**src/rtl/nebula_vc_credit_ctrl.sv**
```systemverilog
// Per-VC credit tracker for one NoC output link: gates flit sends, absorbs batched credit returns.
// Optional saturating statistics counters are built only when NEBULA_CREDIT_STATS_EN is defined.
module nebula_vc_credit_ctrl #(
    parameter int unsigned NUM_VCS      = 4,
    parameter int unsigned VC_CREDITS   = 4,
    parameter int unsigned RET_MAX      = 2,
    parameter int unsigned CREDIT_WIDTH = $clog2(VC_CREDITS + 1),
    parameter int unsigned VC_W         = (NUM_VCS > 1) ? $clog2(NUM_VCS) : 1,
    parameter int unsigned RET_W        = $clog2(RET_MAX + 1)
) (
    input  logic                            clk,
    input  logic                            rst_n,
    input  logic                            send_valid,
    input  logic [VC_W-1:0]                 send_vc,
    output logic                            send_accept,
    input  logic                            ret_valid,
    input  logic [VC_W-1:0]                 ret_vc,
    input  logic [RET_W-1:0]                ret_cnt,
    output logic [NUM_VCS-1:0]              vc_avail,
    output logic [NUM_VCS*CREDIT_WIDTH-1:0] credit_count,
    output logic                            link_idle,
    output logic                            err_underflow,
    output logic                            err_overflow,
    input  logic                            err_clear,
    output logic [31:0]                     stat_stall_cycles,
    output logic [31:0]                     stat_flits_sent
);

    // Wide enough to hold credits + max return without wrapping before the clamp.
    localparam int unsigned SUM_W = CREDIT_WIDTH + RET_W + 1;
    localparam logic [CREDIT_WIDTH-1:0] FULL      = CREDIT_WIDTH'(VC_CREDITS);
    localparam logic [SUM_W-1:0]        FULL_EXT  = SUM_W'(VC_CREDITS);
    localparam logic [RET_W-1:0]        RET_LIMIT = RET_W'(RET_MAX);

    logic [CREDIT_WIDTH-1:0] credits_q [NUM_VCS];
    logic [CREDIT_WIDTH-1:0] credits_d [NUM_VCS];

    logic link_idle_q;
    logic link_idle_d;
    logic err_underflow_q;
    logic err_underflow_d;
    logic err_overflow_q;
    logic err_overflow_d;

    logic send_vc_ok;
    logic ret_vc_ok;
    logic ret_cnt_ok;
    logic send_has_credit;
    logic underflow_evt;
    logic range_evt;
    logic sat_evt;

    assign send_vc_ok = 32'(send_vc) < NUM_VCS;
    assign ret_vc_ok  = 32'(ret_vc) < NUM_VCS;
    assign ret_cnt_ok = ret_cnt <= RET_LIMIT;

    // Accept decision uses the current count only; a same-cycle return cannot enable a send.
    always_comb begin
        send_has_credit = 1'b0;
        for (int v = 0; v < NUM_VCS; v++) begin
            if (send_vc == VC_W'(v) && credits_q[v] != '0) begin
                send_has_credit = 1'b1;
            end
        end
    end

    assign send_accept   = send_valid && send_has_credit;
    assign underflow_evt = send_valid && send_vc_ok && !send_has_credit;
    assign range_evt     = (send_valid && !send_vc_ok) ||
                           (ret_valid && (!ret_cnt_ok || !ret_vc_ok));

    always_comb begin
        logic [SUM_W-1:0] sum;
        logic [RET_W-1:0] inc;
        logic             dec;
        sum         = '0;
        inc         = '0;
        dec         = 1'b0;
        sat_evt     = 1'b0;
        link_idle_d = 1'b1;
        for (int v = 0; v < NUM_VCS; v++) begin
            dec = send_accept && (send_vc == VC_W'(v));
            inc = (ret_valid && ret_cnt_ok && ret_vc == VC_W'(v)) ? ret_cnt : '0;
            sum = SUM_W'(credits_q[v]) + SUM_W'(inc) - SUM_W'(dec);
            if (sum > FULL_EXT) begin
                credits_d[v] = FULL;
                sat_evt      = 1'b1;
            end else begin
                credits_d[v] = sum[CREDIT_WIDTH-1:0];
            end
            if (credits_d[v] != FULL) begin
                link_idle_d = 1'b0;
            end
        end
    end

    // Clear wins over a same-cycle set; a persisting condition re-sets the flag a cycle later.
    always_comb begin
        if (err_clear) begin
            err_underflow_d = 1'b0;
            err_overflow_d  = 1'b0;
        end else begin
            err_underflow_d = err_underflow_q | underflow_evt;
            err_overflow_d  = err_overflow_q | range_evt | sat_evt;
        end
    end

    always_ff @(posedge clk or negedge rst_n) begin
        if (!rst_n) begin
            for (int v = 0; v < NUM_VCS; v++) begin
                credits_q[v] <= FULL;
            end
            link_idle_q     <= 1'b1;
            err_underflow_q <= 1'b0;
            err_overflow_q  <= 1'b0;
        end else begin
            for (int v = 0; v < NUM_VCS; v++) begin
                credits_q[v] <= credits_d[v];
            end
            link_idle_q     <= link_idle_d;
            err_underflow_q <= err_underflow_d;
            err_overflow_q  <= err_overflow_d;
        end
    end

    always_comb begin
        vc_avail     = '0;
        credit_count = '0;
        for (int v = 0; v < NUM_VCS; v++) begin
            vc_avail[v]                                    = credits_q[v] != '0;
            credit_count[v*CREDIT_WIDTH +: CREDIT_WIDTH]   = credits_q[v];
        end
    end

    assign link_idle     = link_idle_q;
    assign err_underflow = err_underflow_q;
    assign err_overflow  = err_overflow_q;

`ifdef NEBULA_CREDIT_STATS_EN
    logic [31:0] stall_q;
    logic [31:0] stall_d;
    logic [31:0] flits_q;
    logic [31:0] flits_d;

    always_comb begin
        stall_d = stall_q;
        flits_d = flits_q;
        if (send_valid && !send_accept && stall_q != '1) begin
            stall_d = stall_q + 32'd1;
        end
        if (send_accept && flits_q != '1) begin
            flits_d = flits_q + 32'd1;
        end
    end

    always_ff @(posedge clk or negedge rst_n) begin
        if (!rst_n) begin
            stall_q <= '0;
            flits_q <= '0;
        end else begin
            stall_q <= stall_d;
            flits_q <= flits_d;
        end
    end

    assign stat_stall_cycles = stall_q;
    assign stat_flits_sent   = flits_q;
`else
    assign stat_stall_cycles = '0;
    assign stat_flits_sent   = '0;
`endif

endmodule

```
**config.mk**
```make
export PLATFORM = sky130hd
export DESIGN_NAME = nebula_vc_credit_ctrl
export DESIGN_NICKNAME = d
export VERILOG_FILES = /design/src/rtl/nebula_vc_credit_ctrl.sv
export SDC_FILE = /design/constraint.sdc
export NUM_CORES = 1
export LEC_CHECK = 0
export CAP_MARGIN = 10
export CORE_MARGIN = 2
export CORE_UTILIZATION = 30
export DETAILED_ROUTE_END_ITERATION = 12
export GPL_ROUTABILITY_DRIVEN = 1
export GPL_TIMING_DRIVEN = 0
export PLACE_DENSITY = 0.68
export SLEW_MARGIN = 30
export SYNTH_ARGS = -nofsm -noshare
export SYNTH_HDL_FRONTEND = slang
export SYNTH_SLANG_ARGS = --single-unit
export TNS_END_PERCENT = 10
```
**constraint.sdc**
```tcl
create_clock -name clk -period 2.7 [get_ports clk]
set_input_delay 0.405 -clock clk [delete_from_list [all_inputs] [get_ports clk]]
set_output_delay 0.405 -clock clk [all_outputs]
set_load 0.05 [all_outputs]
```
run_1/metal_stack.png
Scale: 3 px per µm.
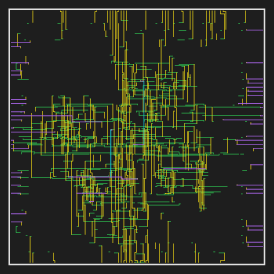
Yellow stands for met2, wire length 2,100 µm. Green stands for met1, wire length 1,570 µm. Cyan stands for met4, wire length 36.7 µm. Purple stands for met3, wire length 299 µm.

run_1/met3.png
Scale: 6 px per µm.
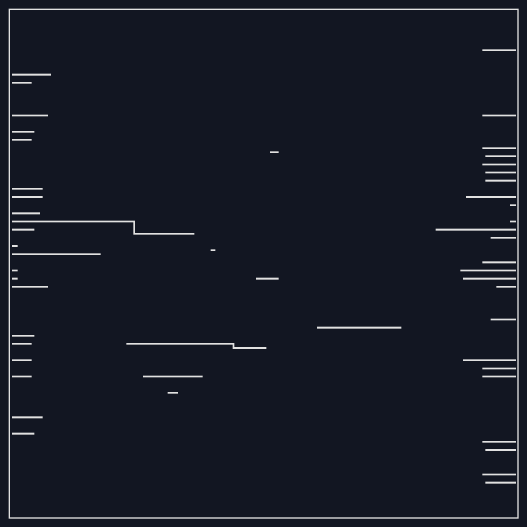
The layer holds 7.4% of the routed length. The wires run mostly horizontal. The longest straight run is 20.2 µm.
final wirelength: 4010 µm
routing usage on met3: 0.0275
via count: 1,602

run_1/clock_map.png
Scale: 6 px per µm.
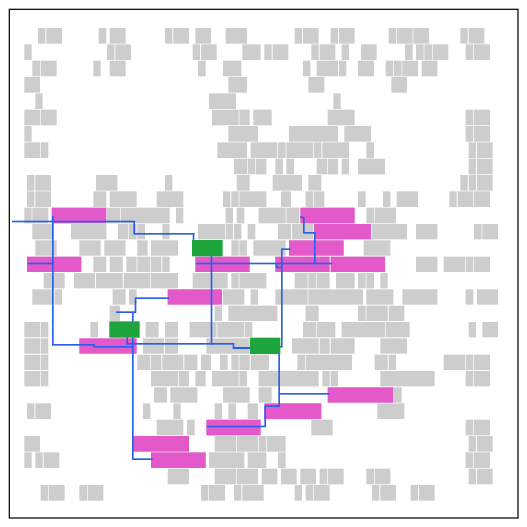
Magenta stands for flip-flops, count 15. Blue stands for clock wires, length 247 µm. Green stands for cells driving clock nets, count 3.
There are 4 routed clock nets.
clock share of power: 0.071
clk_lat worst skew: 0.25 ns

==> metrics.yaml, run 1 <==
hp-start: "err_underflow"
path_common_cell: "inv_2"
routed.top_layer: "met4"
violations: "negative setup slack"
finalCoreUtilization: 0.446
drive_above_1_share: 0.320
crit_start: "credit_count[2]"
top_area_frac: 0.247
tritoncts: "yes"
worstSetupPathDepth: 11
antenna_found_initial: 0
p_comb_frac: 0.774
aoi_share: 0.0707
postSynthSeqShare: 0.196
wl_met1_um: 1570
initialDrtViolationCount: 44
reg2reg_slack_ns: -0.02
synthTopLogicFamily: "buffers and inverters"
comb_area_um2: 1370
biggestCellCategory: "combinational gates"
clkTransAtPathRegs_ns: 0.06
die_w_um: 84.6
setup_viol: 1
fill_cells: 633
drv_slew: 0
critical_path_arrival_ns: 2.84
pre_cts_slack_ns: -0.535
postCtsSetupBuffers: 0
pg_clk_uw: 187
synth_flop_count: 15
seq_cells: 15
largest_register_ffs: 12
cts_resized: 19
setup_ws_ns: -0.0176
clk_share: 0.0165
power.group.top: "combinational logic"
grtUsageMet2: 0.200
initCoreUtil: 0.308
final_cells: 408
layout.nonclk_buf_frac: 0.277
worstHoldEndpoint: "err_underflow"
ys_sh_simple: 0.188
cts_buffers: 3
area_leaders: "buf_4 (25%), ha_1 (16%), dfrtp_1 (13%), inv_1 (7.3%), dfstp_2 (6.7%)"
grt_max_degree: 16
comb-cell-share: 0.485
power_uw: 2640
rsz0062_at_grt: "true"
seq_share: 0.137
yosys.cell_types.count: 35
synthAdderAreaFrac: 0.202
wl_met2_um: 2100
comb.multi_input.count: 180
regToRegEndpoint: "err_overflow"
gp_congestion: 0.837
power.internal_uw: 1230
postSynthCellCount: 234
drt-vias-per-instance: 3.93
cp_data_required_time_ns: 2.83
reg2regPathDepth: 11
grt_pass1_wl_um: 6110
area_growth_pct: 44.5
insertedDiodeCount: 0
status: "complete, but fails checks"
pg_comb_uw: 2040
met1_usage: 0.116
fin_area_um2: 2810
drt_first_pass_iters: 4
buffers: 94
overflow: 0
fin_tns_setup_ns: -0.0176
core_area_um2: 6310
n_all_inverters: 38
ff_type: "dfrtp_1"
--- run 2 (diff from run 1) ---
- CTS_BUF_LIST: default -> sky130_fd_sc_hd__clkbuf_8 sky130_fd_sc_hd__clkbuf_16
run_2/clock_map.png
Scale: 6 px per µm.
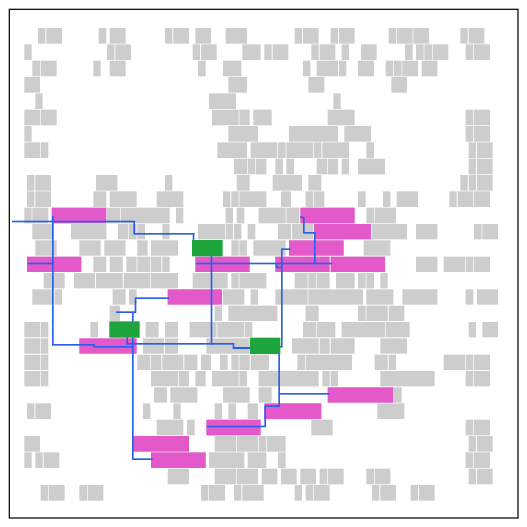
Magenta stands for flip-flops, count 15. Blue stands for clock wires, length 247 µm. Green stands for cells driving clock nets, count 3.
There are 4 routed clock nets.

run_2/final_clocks.png
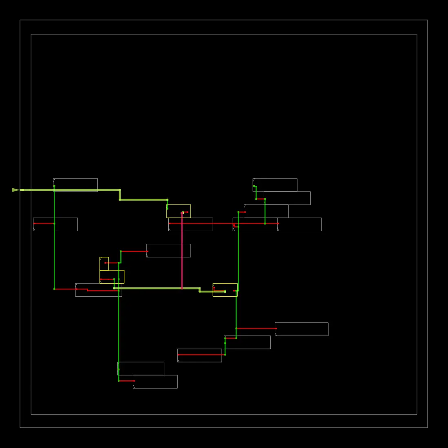
Power Clock: 187 µW
Flops: 15
CTS buffer count: 3
Clock Skews: 0.00398 ns
clk sink count: 15

run_2/gate_families.png
Scale: 3 px per µm.
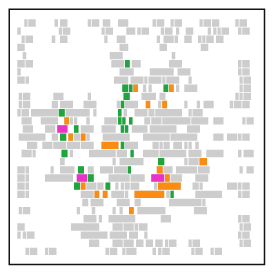
Orange stands for inverting AOI/OAI gates, cells 17. Green stands for NAND gates, cells 25, where middle. Magenta stands for AND-OR and OR-AND gates, cells 3.
non-filler cells, final: 408
combinational share of cell area: 0.485

==> metrics.yaml, run 2 <==
ys_sh_simple: 0.188
top_area_frac: 0.247
grtUsageMet2: 0.200
worstHoldEndpoint: "err_underflow"
antenna_found_initial: 0
drv_slew: 0
initCoreUtil: 0.308
grt_pass1_wl_um: 6110
postCtsSetupBuffers: 0
aoi_share: 0.0707
core_area_um2: 6310
crit_start: "credit_count[2]"
hp-start: "err_underflow"
ys_sh_mux: 0.0167
cp_data_required_time_ns: 2.83
finalCoreUtilization: 0.446
drt_first_pass_iters: 4
die_w_um: 84.6
grt_max_degree: 16
worstSetupPathDepth: 11
rsz0062_at_grt: "true"
drt-vias-per-instance: 3.93
setup_ws_ns: -0.0176
reg2regPathDepth: 11
wl_met1_um: 1570
wire_per_inst_um: 9.82
setup_viol: 1
drive_above_1_share: 0.320
met3WireLength_um: 298
area_leaders: "buf_4 (25%), ha_1 (16%), dfrtp_1 (13%), inv_1 (7.3%), dfstp_2 (6.7%)"
critical-path-max-stage-delay_ns: 0.65
overflow: 0
htreeDepth: 1
period_used_share: 1.01
power_uw: 2640
grtUsageMet3: 0.0275
fin_tns_setup_ns: -0.0176
regToRegEndpoint: "err_overflow"
path_buffers: 2
area_growth_pct: 44.5
routed.top_layer: "met4"
critical_path_arrival_ns: 2.84
comb_area_um2: 1370
pg_comb_uw: 2040
cts_resized: 19
yosys.cell_types.count: 35
seq_share: 0.137
p_comb_frac: 0.774
fill_cells: 633
largest_register_ffs: 12
status: "complete, but fails checks"
tritoncts: "yes"
wl_met2_um: 2100
synthAdderAreaFrac: 0.202
met1_usage: 0.116
postSynthCellCount: 234
ff_type: "dfrtp_1"
comb.multi_input.count: 180
reg2reg_slack_ns: -0.02
gp_congestion: 0.837
wirelength_um: 4010
clkTransAtPathRegs_ns: 0.06
vias: 1602
max_cap_violations: 0
fin_area_um2: 2810
clk_latency_ns: 0.25
synthTopLogicFamily: "buffers and inverters"
buffers: 94
synth_flop_count: 15
violations: "negative setup slack"
yosys_area_um2: 1950
taps: 77
pre_cts_slack_ns: -0.535
postSynthSeqShare: 0.196
p_seq_frac: 0.155
p_clk_frac: 0.071
initialDrtViolationCount: 44
n_all_inverters: 38
layout.nonclk_buf_frac: 0.277
clk_share: 0.0165
insertedDiodeCount: 0
--- run 3 (diff from run 2) ---
- CORE_UTILIZATION: 30 -> 37
- PLACE_DENSITY: 0.68 -> 0.8
run_3/met3.png
Scale: 6 px per µm.
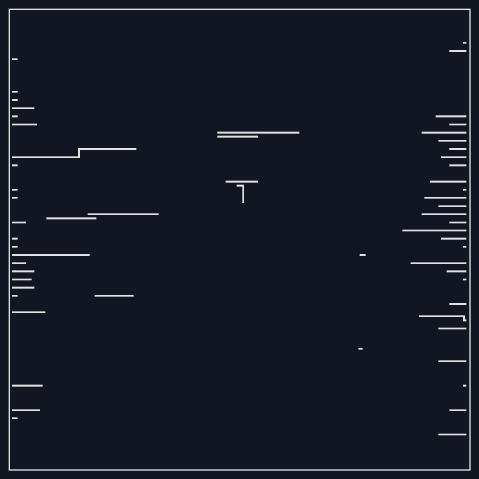
The layer holds 5.6% of the routed length. The layer carries 244 µm of wire. The wires run mostly horizontal. 58 nets have wire on it. The longest straight run is 13.3 µm.
via count: 1,637
final wirelength: 4340 µm
routing usage on met3: 0.0261

run_3/final_clocks.png
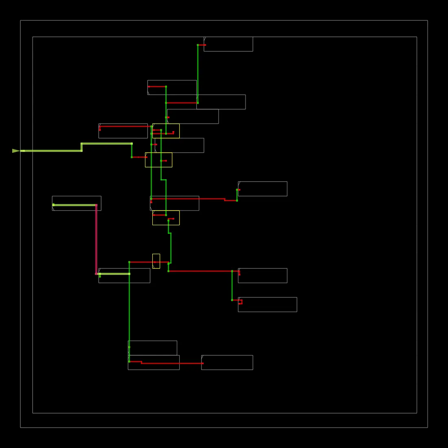
Power Clock: 185 µW
clock buf count: 3
Clock Skews: 0.00649 ns

run_3/metal_stack.png
Scale: 4 px per µm.
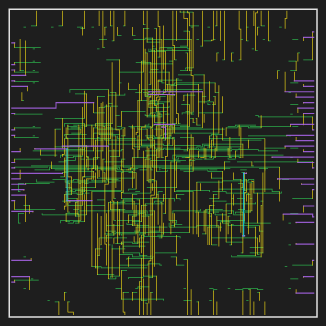
Cyan stands for met4, wire length 28.6 µm. Green stands for met1, wire length 1,850 µm. Yellow stands for met2, wire length 2,210 µm. Purple stands for met3, wire length 244 µm.

==> metrics.yaml, run 3 <==
status: "complete, but fails checks"
violations: "negative setup slack"
critical_path_arrival_ns: 2.92
seq_share: 0.138
power_uw: 2690
period_used_share: 1.04
routed.top_layer: "met4"
aoi_share: 0.0707
max_cap_violations: 0
yosys.cell_types.count: 35
worstSetupPathDepth: 11
hp-start: "err_underflow"
comb_area_um2: 1340
finalCoreUtilization: 0.548
area_leaders: "buf_4 (25%), ha_1 (16%), dfrtp_1 (13%), inv_1 (7.3%), dfstp_2 (6.7%)"
synthTopLogicFamily: "buffers and inverters"
clk_latency_ns: 0.25
overflow: 0
met1_usage: 0.177
reg2reg_slack_ns: -0.11
p_comb_frac: 0.778
postCtsSetupBuffers: 0
ys_sh_simple: 0.188
path_common_cell: "inv_2"
insertedDiodeCount: 0
p_clk_frac: 0.069
wl_met1_um: 1850
initialDrtViolationCount: 37
grt_max_degree: 16
comb-cell-share: 0.479
setup_ws_ns: -0.111
area_growth_pct: 43.8
setup_viol: 3
htreeDepth: 1
path_buffers: 2
reg2regPathDepth: 11
cts_resized: 13
seq_cells: 15
pg_comb_uw: 2090
grt_pass1_wl_um: 7090
drt_first_pass_iters: 4
biggestCellCategory: "combinational gates"
clkTransAtPathRegs_ns: 0.07
final_cells: 403
crit_start: "credit_count[2]"
largest_register_ffs: 12
postSynthCellCount: 234
yosys_area_um2: 1950
critical-path-max-stage-delay_ns: 0.65
postSynthSeqShare: 0.196
antenna_found_initial: 0
clk_share: 0.0161
drive_above_1_share: 0.309
comb.multi_input.count: 180
gp_congestion: 0.922
Power and IR drop assume default switching activity.
